<file path="src/rtl/parity_serial_pkg.sv">
// Shared types and sizing helpers for the XOR-parity serial receiver.
package parity_serial_pkg;

    typedef enum logic [2:0] {
        IDLE   = 3'd0,
        START  = 3'd1,
        DATA   = 3'd2,
        PARITY = 3'd3,
        STOP   = 3'd4
    } state_t;

    // Counter width able to hold values 0..n-1, never narrower than one bit.
    function automatic int cnt_w(input int n);
        return (n > 1) ? $clog2(n) : 1;
    endfunction

endpackage

</file>
<file path="src/rtl/xor_parity_acc.sv">
// One-bit running XOR accumulator with a loadable start value.
module xor_parity_acc (
    input  logic clk,
    input  logic rst,
    input  logic clr,
    input  logic init,
    input  logic en,
    input  logic din,
    output logic par_out
);

    always_ff @(posedge clk) begin
        if (rst)
            par_out <= 1'b0;
        else if (clr)
            par_out <= init;
        else if (en)
            par_out <= par_out ^ din;
    end

endmodule

</file>
<file path="src/rtl/parity_serial_rx.sv">
// Serial frame receiver: start, DATA_W bits LSB first, parity, stop.
// Define PARITY_ODD_EN for odd parity; even parity otherwise.
//
// state  | meaning
// IDLE   | line idle, waiting for a falling edge (and for rx high after a break)
// START  | half a bit period in, confirm the start bit is still low
// DATA   | sample one data bit per bit period, LSB first
// PARITY | sample the parity bit into the accumulator
// STOP   | sample the stop bit and publish the frame
import parity_serial_pkg::*;

module parity_serial_rx #(
    parameter int DATA_W       = 8,
    parameter int CLKS_PER_BIT = 16
) (
    input  logic              clk,
    input  logic              rst,
    input  logic              rx,
    output logic [DATA_W-1:0] data_out,
    output logic              valid,
    output logic              parity_err,
    output logic              frame_err,
    output logic              busy
);

    localparam int CYC_W = cnt_w(CLKS_PER_BIT);
    localparam int BIT_W = cnt_w(DATA_W + 1);

`ifdef PARITY_ODD_EN
    localparam logic PAR_INIT = 1'b1;
`else
    localparam logic PAR_INIT = 1'b0;
`endif

    state_t            state, state_nx;
    logic [CYC_W-1:0]  cyc_cnt;
    logic [BIT_W-1:0]  bit_cnt;
    logic [DATA_W-1:0] shreg, shreg_nx;
    logic              brk;
    logic              par;
    logic              half_hit, full_hit;
    logic              cyc_clr, shift_en, acc_clr, acc_en, done;

    assign half_hit = (cyc_cnt == CYC_W'(CLKS_PER_BIT/2 - 1));
    assign full_hit = (cyc_cnt == CYC_W'(CLKS_PER_BIT - 1));
    assign busy     = (state != IDLE);

    always_comb begin
        state_nx = state;
        cyc_clr  = 1'b0;
        shift_en = 1'b0;
        acc_clr  = 1'b0;
        acc_en   = 1'b0;
        done     = 1'b0;
        shreg_nx = shreg >> 1;
        shreg_nx[DATA_W-1] = rx;
        case (state)
            IDLE: begin
                cyc_clr = 1'b1;
                if (!brk && !rx) begin
                    state_nx = START;
                    acc_clr  = 1'b1;
                end
            end
            START: begin
                if (half_hit) begin
                    cyc_clr  = 1'b1;
                    state_nx = rx ? IDLE : DATA;
                end
            end
            DATA: begin
                if (full_hit) begin
                    cyc_clr  = 1'b1;
                    shift_en = 1'b1;
                    acc_en   = 1'b1;
                    if (bit_cnt == BIT_W'(DATA_W - 1))
                        state_nx = PARITY;
                end
            end
            PARITY: begin
                if (full_hit) begin
                    cyc_clr  = 1'b1;
                    acc_en   = 1'b1;
                    state_nx = STOP;
                end
            end
            STOP: begin
                if (full_hit) begin
                    cyc_clr  = 1'b1;
                    done     = 1'b1;
                    state_nx = IDLE;
                end
            end
            default: state_nx = IDLE;
        endcase
    end

    always_ff @(posedge clk) begin
        if (rst) begin
            state      <= IDLE;
            cyc_cnt    <= '0;
            bit_cnt    <= '0;
            shreg      <= '0;
            brk        <= 1'b0;
            data_out   <= '0;
            valid      <= 1'b0;
            parity_err <= 1'b0;
            frame_err  <= 1'b0;
        end else begin
            state   <= state_nx;
            valid   <= done;
            cyc_cnt <= cyc_clr ? '0 : cyc_cnt + CYC_W'(1);
            if (state == IDLE)
                bit_cnt <= '0;
            else if (shift_en)
                bit_cnt <= bit_cnt + BIT_W'(1);
            if (shift_en)
                shreg <= shreg_nx;
            // A low stop bit marks a break; the line must go high before re-arming.
            if (done) begin
                data_out   <= shreg;
                parity_err <= par;
                frame_err  <= ~rx;
                brk        <= ~rx;
            end else if (rx) begin
                brk <= 1'b0;
            end
        end
    end

    xor_parity_acc u_acc (
        .clk     (clk),
        .rst     (rst),
        .clr     (acc_clr),
        .init    (PAR_INIT),
        .en      (acc_en),
        .din     (rx),
        .par_out (par)
    );

endmodule

</file>
<file path="config.mk">
export PLATFORM = sky130hd
export DESIGN_NAME = parity_serial_rx
export DESIGN_NICKNAME = d
export VERILOG_FILES = /design/src/rtl/parity_serial_pkg.sv /design/src/rtl/xor_parity_acc.sv /design/src/rtl/parity_serial_rx.sv
export SDC_FILE = /design/constraint.sdc
export NUM_CORES = 1
export LEC_CHECK = 0
export ABC_AREA = 1
export CORE_ASPECT_RATIO = 1.2
export CORE_UTILIZATION = 35
export CTS_CLUSTER_SIZE = 16
export DETAILED_ROUTE_END_ITERATION = 8
export SLEW_MARGIN = 20
export SYNTH_ARGS = -nofsm -noshare
export SYNTH_HDL_FRONTEND = slang
export SYNTH_HIERARCHICAL = 1
export SYNTH_SLANG_ARGS = --single-unit
</file>
<file path="constraint.sdc">
create_clock -name clk -period 2.5 [get_ports clk]
set_input_delay 0.625 -clock clk [delete_from_list [all_inputs] [get_ports clk]]
set_output_delay 0.625 -clock clk [all_outputs]
set_load 0.01 [all_outputs]
</file>
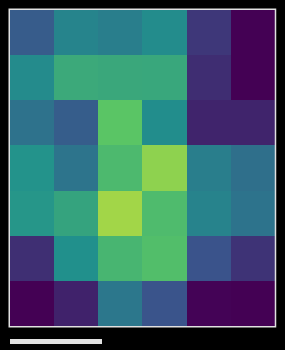
Figure 1: run 1, placement density heat map.
Bar = 20 µm. The die is cut into 6 by 7 equal tiles; dark purple is low, yellow is high, 0 to 100% covered.
mean over tiles: 39%
emptiest ninth of the die: top right
fullest tile: 86%
tiles over 75% full: 4.8%

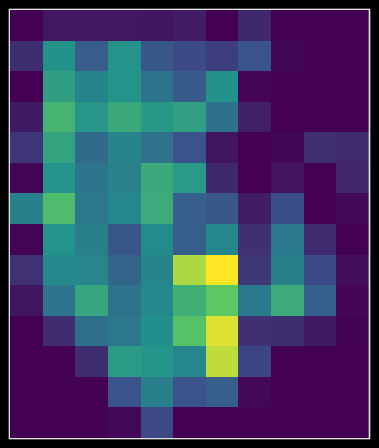
Figure 2: run 1, wiring heat map.
The die is cut into 11 by 14 equal tiles; dark purple is low, yellow is high, scaled to the fullest tile. Values are wire area over tile area, all layers added.
tiles over half the peak: 18%
emptiest ninth of the die: top right
nearly empty tiles: 31%
mean over tiles: 0.11
fullest tile: 0.43

==> flow_metrics.py, run 1 <==
# Physical implementation metrics
metrics = {
    "run_status": {
        "status": "finished, violations left",
        "violations": "DRC",
    },
    "sta": {
        "finalSetupViolCount": 0,
        "fmax_mhz": 469.9,
        "finalHoldViolCount": 0,
        "setup_tns_ns": 0,
        "finalMaxSlewViolations": 0,
        "holdWs_ns": 0.4513,
        "fin_crit_sh_pct": 85.12,
        "layout_setup_ws_ns": 0.3720,
        "rsz0062_at_grt": "false",
        "min_period_ns": 2.128,
    },
    "logic_synthesis": {
        "netlist_area_um2": 1287,
        "synth_top_area_share_pct": 49.76,
        "synth_seq_share_pct": 49.76,
        "largest_area_cell": "dfxtp_1",
        "ys_chip_area_um2": 1287,
        "synth.avg_cell_area_um2": 7.618,
        "ys_types": 26,
        "syn-num-nets": 174,
        "synth_flops": 32,
        "topCellsByArea": "dfxtp_1, nor2_1, o21ai_0",
        "synthCells": 169,
        "yosysWarningCount": 6,
    },
    "layout": {
        "diodes": 0,
        "logic_area_um2": 585.6,
        "drive_gt1_share_pct": 11.23,
        "layout_top_cells": "nor2_1, dfxtp_1, o21ai_0",
        "area_growth_syn_to_layout_pct": 20.99,
        "fin_util_pct": 45.49,
        "finalNetCount": 192,
    },
    "critical_path": {
        "cp_max_fo": 7,
        "reg2reg_from": "cyc_cnt[0]$_SDFF_PP0_",
        "crit_start": "state[0]$_SDFFE_PP0P_",
        "start_kind": "flip-flop",
        "cp.arrival_ns": 1.50,
        "critPathCaptureType": "output port",
        "crit_type": "reg -> out",
        "required_ns": 1.88,
    },
    "floorplanning": {
        "ioPinCount": 15,
        "die_w_um": 57.37,
        "die_h_um": 68.44,
        "initial_utilization_pct": 37.60,
        "die_area_um2": 3926,
        "core_area_um2": 3425,
        "row_count": 23,
    },
    "clocking": {
        "clock_path_buffers": 2,
        "cts.clk_slew.worst_paths_ns": 0.06,
        "post_cts.repair.setup_buffers": 0,
        "htree_num_levels": 2,
        "cts-root-buf": "clkbuf_8",
        "cts_resized": 0,
        "cts_tree": "yes",
        "cts_buffers": 5,
        "clock-sinks": 32,
        "hold_buffers": 0,
    },
    "flow_run": {
        "cap_violations": 0,
        "warning_count": 26,
    },
    "place": {
        "portBuffers": 14,
        "dp_hpwl_um": 1831,
        "pre_cts_slack_ns": 0.5505,
        "place.gp.congestion": 0.8858,
    },
    "grt": {
        "grt_max_degree": 19,
        "antenna_found_initial": 0,
        "grt_pass1_wl_um": 4416,
        "grt_pass1_vias": 1042,
        "track_usage_pct": 15.06,
    },
    "drt": {
        "routed_via_density": 5.036,
        "routed-via-count": 1128,
        "first_pass_iters": 6,
        "wl_um": 2610,
        "wl_per_cell_um": 11.65,
        "route.detailed.drc": 2,
        "drtAntennaViolNets": 0,
        "first_iter_violations": 19,
    },
    "power": {
        "p_leak_nw": 0.6281,
        "ir_worst_vdd_v": 0.0004482,
    },
    "worst_hold_path": {
        "hold_class": "reg -> reg",
    },
}
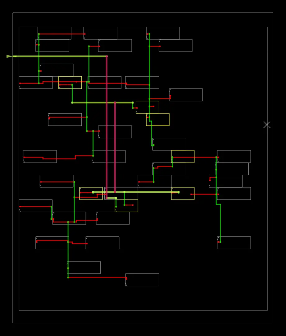
Figure 3: run 1, clock nets.
clock skew: 0.005922 ns
P_clk: 0.000418 W
clock latency on the worst-skew pair: 0.28 ns

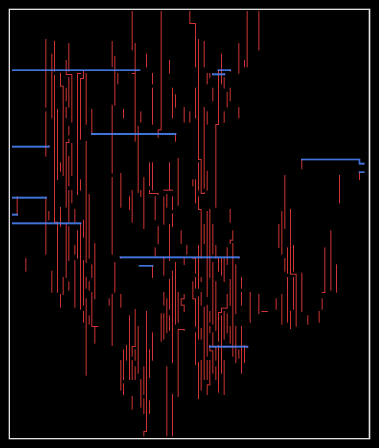
Figure 4: run 1, routed metal, one color a layer.
Only two layers are drawn.
legend:
  red:
    layer: met2
    wire_length: 1250 µm
  blue:
    layer: met3
    wire_length: 98.0 µm

==> run 1: area by class of cell <==
class / instances / share of cell area, %
multi-input combinational: 122 / 37.59
timing repair buffer: 15 / 9.478
inverter: 11 / 2.651
clock buffer: 7 / 6.185
tap: 37 / 2.972
sequential: 32 / 41.12
==> run 1: worst max-delay path, stage by stage, from the launching register on <==
cell,delay (ns)
dfxtp_1,0.45
nor2_2,0.10
nand2_2,0.12
clkdlybuf4s50_1,0.55
==> run 1: logic make-up (layout without fill, tap and decap cells) <==
kind of cell / Yosys count / after routing / synth area share, %
AND-OR/OR-AND: 32 / 32 / 13.22
XOR/XNOR: 3 / 3 / 2.041
adder cells (fa/ha/maj): 2 / 2 / 1.943
buffers and inverters: 15 / 33 / 4.761
flip-flops: 32 / 32 / 49.76
other: 1 / 1 / 0.2913
AND/OR/NAND/NOR: 84 / 84 / 27.99
==> run 1: final timing paths <==
path                            depth (start not counted)                    end
worst min-delay path                                    1  cyc_cnt[0]$_SDFF_PP0_
worst max register to register                          7  shreg[1]$_SDFFE_PP0P_
worst min register to register                          1  cyc_cnt[0]$_SDFF_PP0_
worst max-delay path                                    3                   busy
==> run 1: layer usage <==
metal / GRT usage, % / part of all wire [%] / vias to the layer above
met5: 0 / 0 / -
met4: 8.841 / 2.0 / 0
met1: 16.71 / 47 / 532
met3: 5.104 / 3.7 / 4
met2: 25.15 / 48 / 18
li1: - / - / 574
==> run 1: registers in the layout, indices dropped and copies added, names as in the netlist <==
signal	count
frame_err	1
bit_cnt	4
cyc_cnt	4
parity_err	1
shreg	8
valid	1
state	3
data_out	8
u_acc/par_out	1
brk	1
==> run 1: power by group <==
part           internal, W  switching [W]
registers         0.000539      0.0000373
logic             0.000100       0.000160
clock network     0.000245       0.000173
==> run 1: per-stage QoR <==
| stage | area, µm² | instances |
|---|---|---|
| 2_1_floorplan | 1287 | 169 |
| 3_3_place_gp | 1461 | 217 |
| 3_5_place_dp | 1461 | 217 |
| 4_1_cts | 1558 | 224 |
| 5_1_grt | 1558 | 224 |
| 6_report | 1558 | 224 |
==> run 1: cells in the mapped netlist (all sizes together) <==
| cell type | instances |
|---|---|
| conb | 1 |
| o21ai | 20 |
| nor3 | 3 |
| a21oi | 9 |
| xnor2 | 1 |
| buf | 2 |
| dfxtp | 32 |
| o21bai | 2 |
| ha | 2 |
| clkbuf | 2 |
| xor2 | 2 |
| nor2 | 53 |
| or2 | 1 |
| nand3 | 7 |
| o22ai | 1 |
| nand2 | 19 |
| inv | 10 |
| clkinv | 1 |
| nand4 | 1 |
Figure 5. Register map, names as in the netlist (run 1).
Bar = 20 µm. Other sequential cells in the stronger gray, the rest of the logic in the fainter gray.
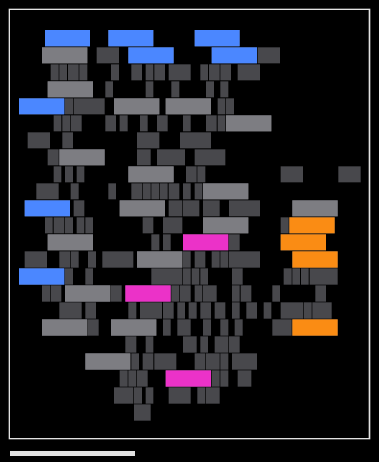

--- run 2 (diff from run 1) ---
ABC_AREA = not set   (was 1)
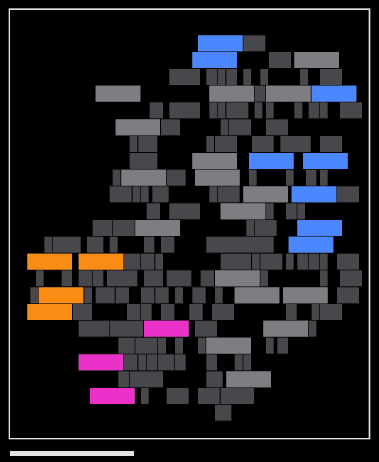
Figure 6: run 2, register map, names as in the netlist.
Bar = 20 µm. Other sequential cells in the stronger gray, the rest of the logic in the fainter gray.
legend:
  magenta:
    netlist_name: state
    flops: 3
  blue:
    netlist_name: data_out
    flops: 8
  orange:
    netlist_name: cyc_cnt
    flops: 4
not colored: 17

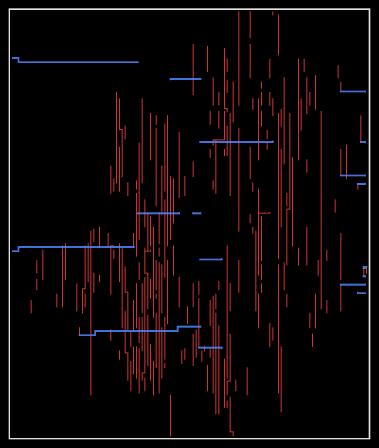
Figure 7: run 2, routed metal, one color a layer.
Only two layers are drawn.
legend:
  red:
    layer: met2
    wire_length: 1200 µm
  blue:
    layer: met3
    wire_length: 109 µm

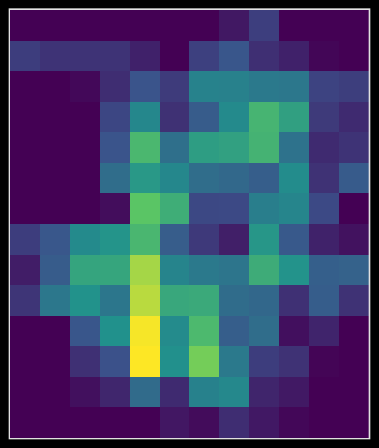
Figure 8: run 2, wiring heat map.
The die is cut into 12 by 14 equal tiles; dark purple is low, yellow is high, scaled to the fullest tile. Values are wire area over tile area, all layers added.
tiles over half the peak: 15%
nearly empty tiles: 28%
fullest tile: 0.40
emptiest ninth of the die: top left

==> flow_metrics.py, run 2 <==
# Physical implementation metrics
metrics = {
    "run_status": {
        "status": "finished, final reports clean",
    },
    "floorplanning": {
        "initial_utilization_pct": 36.36,
        "die_w_um": 58.09,
        "core_area_um2": 3633,
        "die_h_um": 69.31,
    },
    "logic_synthesis": {
        "topCellsByArea": "dfxtp_1, mux2i_1, nor2_1",
        "synthSimpleGateAreaFrac_pct": 25.09,
        "enable_flop_cells": 0,
        "ys_chip_area_um2": 1321,
        "ys_types": 34,
        "synthTopCellsByCount": "dfxtp_1, nor2_1, nand2_1, a21oi_1, mux2i_1",
        "topCombFamilyByArea": "simple AND/OR/NAND/NOR gates",
        "most_common_cell": "dfxtp_1",
        "adder_share_pct": 1.894,
        "largest_area_cell": "dfxtp_1",
        "netlist_area_um2": 1321,
        "ys_sh_xor_pct": 3.314,
        "synthCells": 146,
        "yosysWarningCount": 6,
    },
    "drt": {
        "first_pass_iters": 6,
        "drtAntennaViolNets": 0,
        "first_iter_violations": 14,
        "route.detailed.drc": 0,
        "wl_per_cell_um": 11.12,
        "wl_um": 2390,
        "routed-via-count": 1031,
    },
    "critical_path": {
        "cp_slowest_stage_delay_ns": 0.52,
        "start_kind": "flip-flop",
        "cp_top_family": "buffers and inverters",
        "crit_slowest_cell": "clkdlybuf4s50_1",
        "critPathCaptureType": "output port",
        "cp.arrival_ns": 1.63,
        "cp_max_fo": 8,
        "crit_chain": "or3_1, clkdlybuf4s50_1",
        "crit_type": "reg -> out",
    },
    "power": {
        "p_int_w": 0.0009704,
        "seq_power_share_pct": 44.0,
        "ir_worst_vdd_v": 0.0003954,
        "p_leak_nw": 0.6476,
        "sw_frac_of_total_pct": 24.06,
        "p_switching_w": 0.0003075,
        "p_comb_share_pct": 14.3,
        "p_clk_share_pct": 41.7,
    },
    "clocking": {
        "clock_path_buffers": 2,
        "cts_resized": 0,
        "hold_buffers": 0,
        "cts.clk_slew.worst_paths_ns": 0.07,
        "post_cts.repair.setup_buffers": 0,
        "htree_num_levels": 2,
        "cts-root-buf": "clkbuf_8",
        "cts_buffers": 5,
    },
    "grt": {
        "grt_max_degree": 21,
        "grt_pass1_vias": 1006,
        "antenna_found_initial": 0,
        "grt_pass1_wl_um": 4291,
    },
    "place": {
        "place.gp.congestion": 0.7154,
        "dp_hpwl_um": 1744,
        "portBuffers": 14,
    },
    "sta": {
        "fmax_mhz": 442.9,
        "fin_skew_ns": 0.006294,
        "finalMaxSlewViolations": 0,
        "setup_tns_ns": 0,
        "min_period_ns": 2.258,
        "fin_crit_sh_pct": 90.30,
    },
    "layout": {
        "drive_gt1_share_pct": 9.202,
        "area_growth_syn_to_layout_pct": 23.20,
        "finalNetCount": 167,
        "reg.largest.list": "data_out x8, shreg x8",
        "logic_area_um2": 636.9,
        "diodes": 0,
    },
    "flow_run": {
        "warning_count": 26,
        "cap_violations": 0,
    },
    "worst_hold_path": {
        "hold_class": "reg -> reg",
    },
}
==> run 2: cell count changes after synthesis, moves of 3 or more <==
cell and delta:
a21oi_1 +3, inv_1 -3, inv_2 -4, mux2i_1 +10, nand2_1 +4, nand2_2 -3
nand2b_1 +3, nand3_1 -3, nor2_1 -27, o21ai_0 -20, or3_1 +3
==> run 2: worst min-delay path: stages (launching register included) <==
cell and delay (ns):
dfxtp_1 0.30, nand2_1 0.05, a21oi_1 0.05
==> run 2: per-layer routing <==
metal,vias up,wire [µm],global-route usage (%)
met5,-,0,0
met4,0,64,7.143
met3,7,109,5.410
met2,17,1203,23.12
met1,485,1012,15.35
li1,522,-,-
==> run 2: final timing paths <==
| kind | start | end | slack, ns |
|---|---|---|---|
| worst max-delay path | state[2]$_SDFFE_PP0P_ | busy | 0.24 |
| worst max register to register | cyc_cnt[0]$_SDFF_PP0_ | shreg[3]$_SDFFE_PP0P_ | 0.64 |
| worst min-delay path | frame_err$_SDFFE_PP0P_ | frame_err$_SDFFE_PP0P_ | 0.45 |
| worst min register to register | frame_err$_SDFFE_PP0P_ | frame_err$_SDFFE_PP0P_ | 0.45 |
==> run 2: metrics by stage <==
| stage | worst slack, ns | instance area [µm²] | hold WS, ns | util, % | std cells |
|---|---|---|---|---|---|
| 6_report | 0.2424 | 1628 | 0.4525 | 44.80 | 215 |
| 4_1_cts | 0.2309 | 1628 | 0.4526 | 44.80 | 215 |
| 2_1_floorplan | 0.8650 | 1321 | 0.4175 | - | 146 |
| 3_5_place_dp | 0.3714 | 1501 | 0.4429 | 41.32 | 207 |
| 5_1_grt | 0.1774 | 1628 | 0.4722 | 44.80 | 215 |
| 3_3_place_gp | 0.4422 | 1501 | 0.4268 | 41.32 | 207 |
==> run 2: kinds of logic after synthesis <==
| group | count (synthesis) |
|---|---|
| compound gates | 17 |
| flops | 32 |
| simple gates | 69 |
| other cells | 1 |
| mux | 11 |
| fa+ha+maj | 2 |
| buf+inv | 9 |
| xor+xnor | 5 |
==> run 2: layout make-up <==
type | count | area share, %
repair buffers | 15 | 9.070
clock buffers | 7 | 5.919
multi-input cells | 105 | 39.12
well taps | 52 | 3.997
inverters | 3 | 0.6918
flip-flops and latches | 32 | 39.35
clock inverters | 1 | 1.845
==> run 2: power by group through the flow <==
stage	Combinational (W)	Clock, W	Sequential [W]
after floorplan	0.000146	0	0.000558
after global placement	0.000177	0	0.000570
after detailed placement	0.000183	0	0.000573
after CTS	0.000184	0.000547	0.000561
after global routing	0.000202	0.000571	0.000567
final	0.000183	0.000533	0.000562
Figure 9. Placement density heat map (run 2).
Bar = 20 µm. The die is cut into 6 by 7 equal tiles; dark purple is low, yellow is high, 0 to 100% covered.
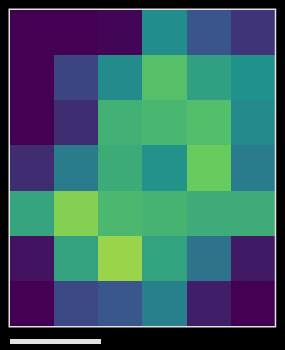

--- run 3 (diff from run 2) ---
CORE_UTILIZATION = 41   (was 35)
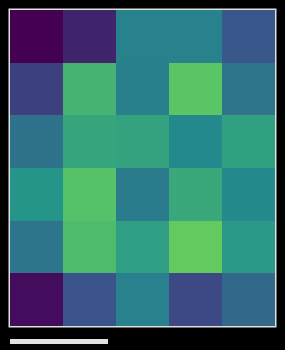
Figure 10: run 3, placement density heat map.
Bar = 20 µm. The die is cut into 5 by 6 equal tiles; dark purple is low, yellow is high, 0 to 100% covered.
nearly empty tiles: 3.3%
mean over tiles: 44%
fullest tile: 76%

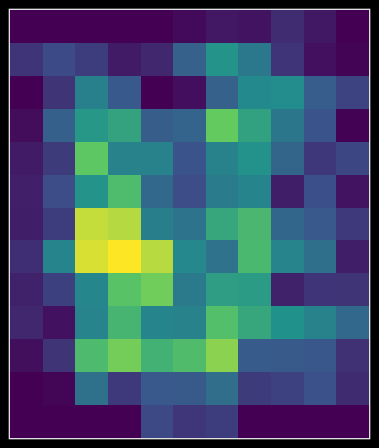
Figure 11: run 3, wiring heat map.
The die is cut into 11 by 13 equal tiles; dark purple is low, yellow is high, scaled to the fullest tile. Values are wire area over tile area, all layers added.
mean over tiles: 0.11
tiles over half the peak: 21%
nearly empty tiles: 14%
densest ninth of the die: middle

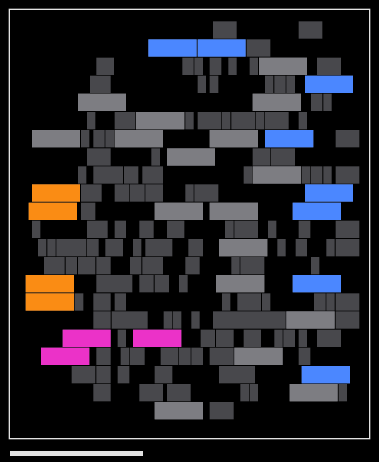
Figure 12: run 3, register map, names as in the netlist.
Bar = 20 µm. Other sequential cells in the stronger gray, the rest of the logic in the fainter gray.
legend:
  magenta:
    netlist_name: state
    flops: 3
  blue:
    netlist_name: data_out
    flops: 8
  orange:
    netlist_name: cyc_cnt
    flops: 4
    where: left middle

==> flow_metrics.py, run 3 <==
# Physical implementation metrics
metrics = {
    "drt": {
        "first_iter_violations": 8,
        "wl_um": 2388,
        "drtAntennaViolNets": 0,
        "first_pass_iters": 4,
    },
    "logic_synthesis": {
        "largest_area_cell": "dfxtp_1",
        "synthTopCellsByCount": "dfxtp_1, nor2_1, nand2_1, a21oi_1, mux2i_1",
        "yosysWarningCount": 6,
        "ys_chip_area_um2": 1321,
    },
    "layout": {
        "drive_gt1_share_pct": 9.202,
        "area_growth_syn_to_layout_pct": 18.18,
    },
    "grt": {
        "grt_pass1_wl_um": 4195,
        "grt_max_degree": 25,
    },
    "sta": {
        "fin_crit_sh_pct": 92.82,
        "fin_skew_ns": 0.005939,
        "fmax_mhz": 430.9,
        "setup_tns_ns": 0,
    },
    "clocking": {
        "post_cts.repair.setup_buffers": 0,
        "cts.clk_slew.worst_paths_ns": 0.10,
        "cts_resized": 0,
        "htree_num_levels": 2,
        "clock_path_buffers": 2,
        "hold_buffers": 0,
    },
    "critical_path": {
        "cp_slowest_stage_delay_ns": 0.51,
        "crit_chain": "or3_1, clkdlybuf4s50_1",
        "rrSetupSlack_ns": 0.68,
        "crit_slowest_cell": "clkdlybuf4s50_1",
    },
    "place": {
        "pre_cts_slack_ns": 0.3945,
        "place.gp.congestion": 0.8380,
    },
    "flow_run": {
        "warning_count": 26,
        "cap_violations": 0,
    },
    "worst_hold_path": {
        "hold_class": "reg -> reg",
    },
    "power": {
        "ir_worst_vdd_v": 0.0005919,
    },
    "run_status": {
        "status": "finished, final reports clean",
    },
    "floorplanning": {
        "core_area_um2": 3055,
        "die_h_um": 64.19,
        "initial_utilization_pct": 43.24,
    },
}
-- run 3: logic make-up after synthesis --
logic type / count (synthesis) / share of synthesized area [%]
AND-OR/OR-AND: 17 / 8.901
adder cells (fa/ha/maj): 2 / 1.894
AND/OR/NAND/NOR: 69 / 25.09
flip-flops: 32 / 48.48
other: 1 / 0.2838
XOR/XNOR: 5 / 3.314
multiplexers: 11 / 8.712
buffers and inverters: 9 / 3.314
-- run 3: worst reg2reg max path, delay by kind of cell, from the launching register on --
| family | cells | cell delay, ns |
|---|---|---|
| simple gates | 3 | 0.87 |
| xor+xnor | 1 | 0.31 |
| fa+ha+maj | 1 | 0.22 |
| flops | 1 | 0.37 |
-- run 3: final cells by class --
cell class / instances / area [µm²]
inverters: 3 / 11.26
fillers: 299 / 1494
well taps: 36 / 45.04
clock buffers: 5 / 37.54
flip-flops and latches: 32 / 640.6
clock inverters: 3 / 42.54
multi-input cells: 105 / 636.9
repair buffers: 15 / 147.6
-- run 3: final timing paths --
| path | from | end | depth (start not counted) |
|---|---|---|---|
| setup / recovery | state[2]$_SDFFE_PP0P_ | busy | 2 |
| setup reg to reg | cyc_cnt[0]$_SDFF_PP0_ | bit_cnt[0]$_SDFFE_PP0P_ | 5 |
| hold / removal | cyc_cnt[0]$_SDFF_PP0_ | cyc_cnt[0]$_SDFF_PP0_ | 1 |
| hold reg to reg | cyc_cnt[0]$_SDFF_PP0_ | cyc_cnt[0]$_SDFF_PP0_ | 1 |
-- run 3: layer usage --
layer	part of all wire (%)	track usage [%]	routed length, µm
met1	45	19.10	1072
met4	4.1	14.80	99
met5	0	0	0
met3	2.8	5.000	67
met2	48	26.54	1148
-- run 3: through the flow --
stage | hold WS (ns) | area [µm²] | total power (W)
after global routing | 0.4860 | 1562 | 0.001206
after floorplan | 0.4175 | 1321 | 0.0007045
after CTS | 0.4615 | 1562 | 0.001157
after detailed placement | 0.4439 | 1481 | 0.0007528
after global placement | 0.4337 | 1481 | 0.0007478
final | 0.4563 | 1562 | 0.001144
-- run 3: power breakdown --
group          internal (W)  leakage (nW)  switching, W
registers          0.000532         0.258     0.0000289
logic             0.0000868         0.325     0.0000943
clock network      0.000208        0.0412      0.000194
total              0.000827         0.624      0.000317
No activity file was given, so power comes from the tool's default toggle rates.
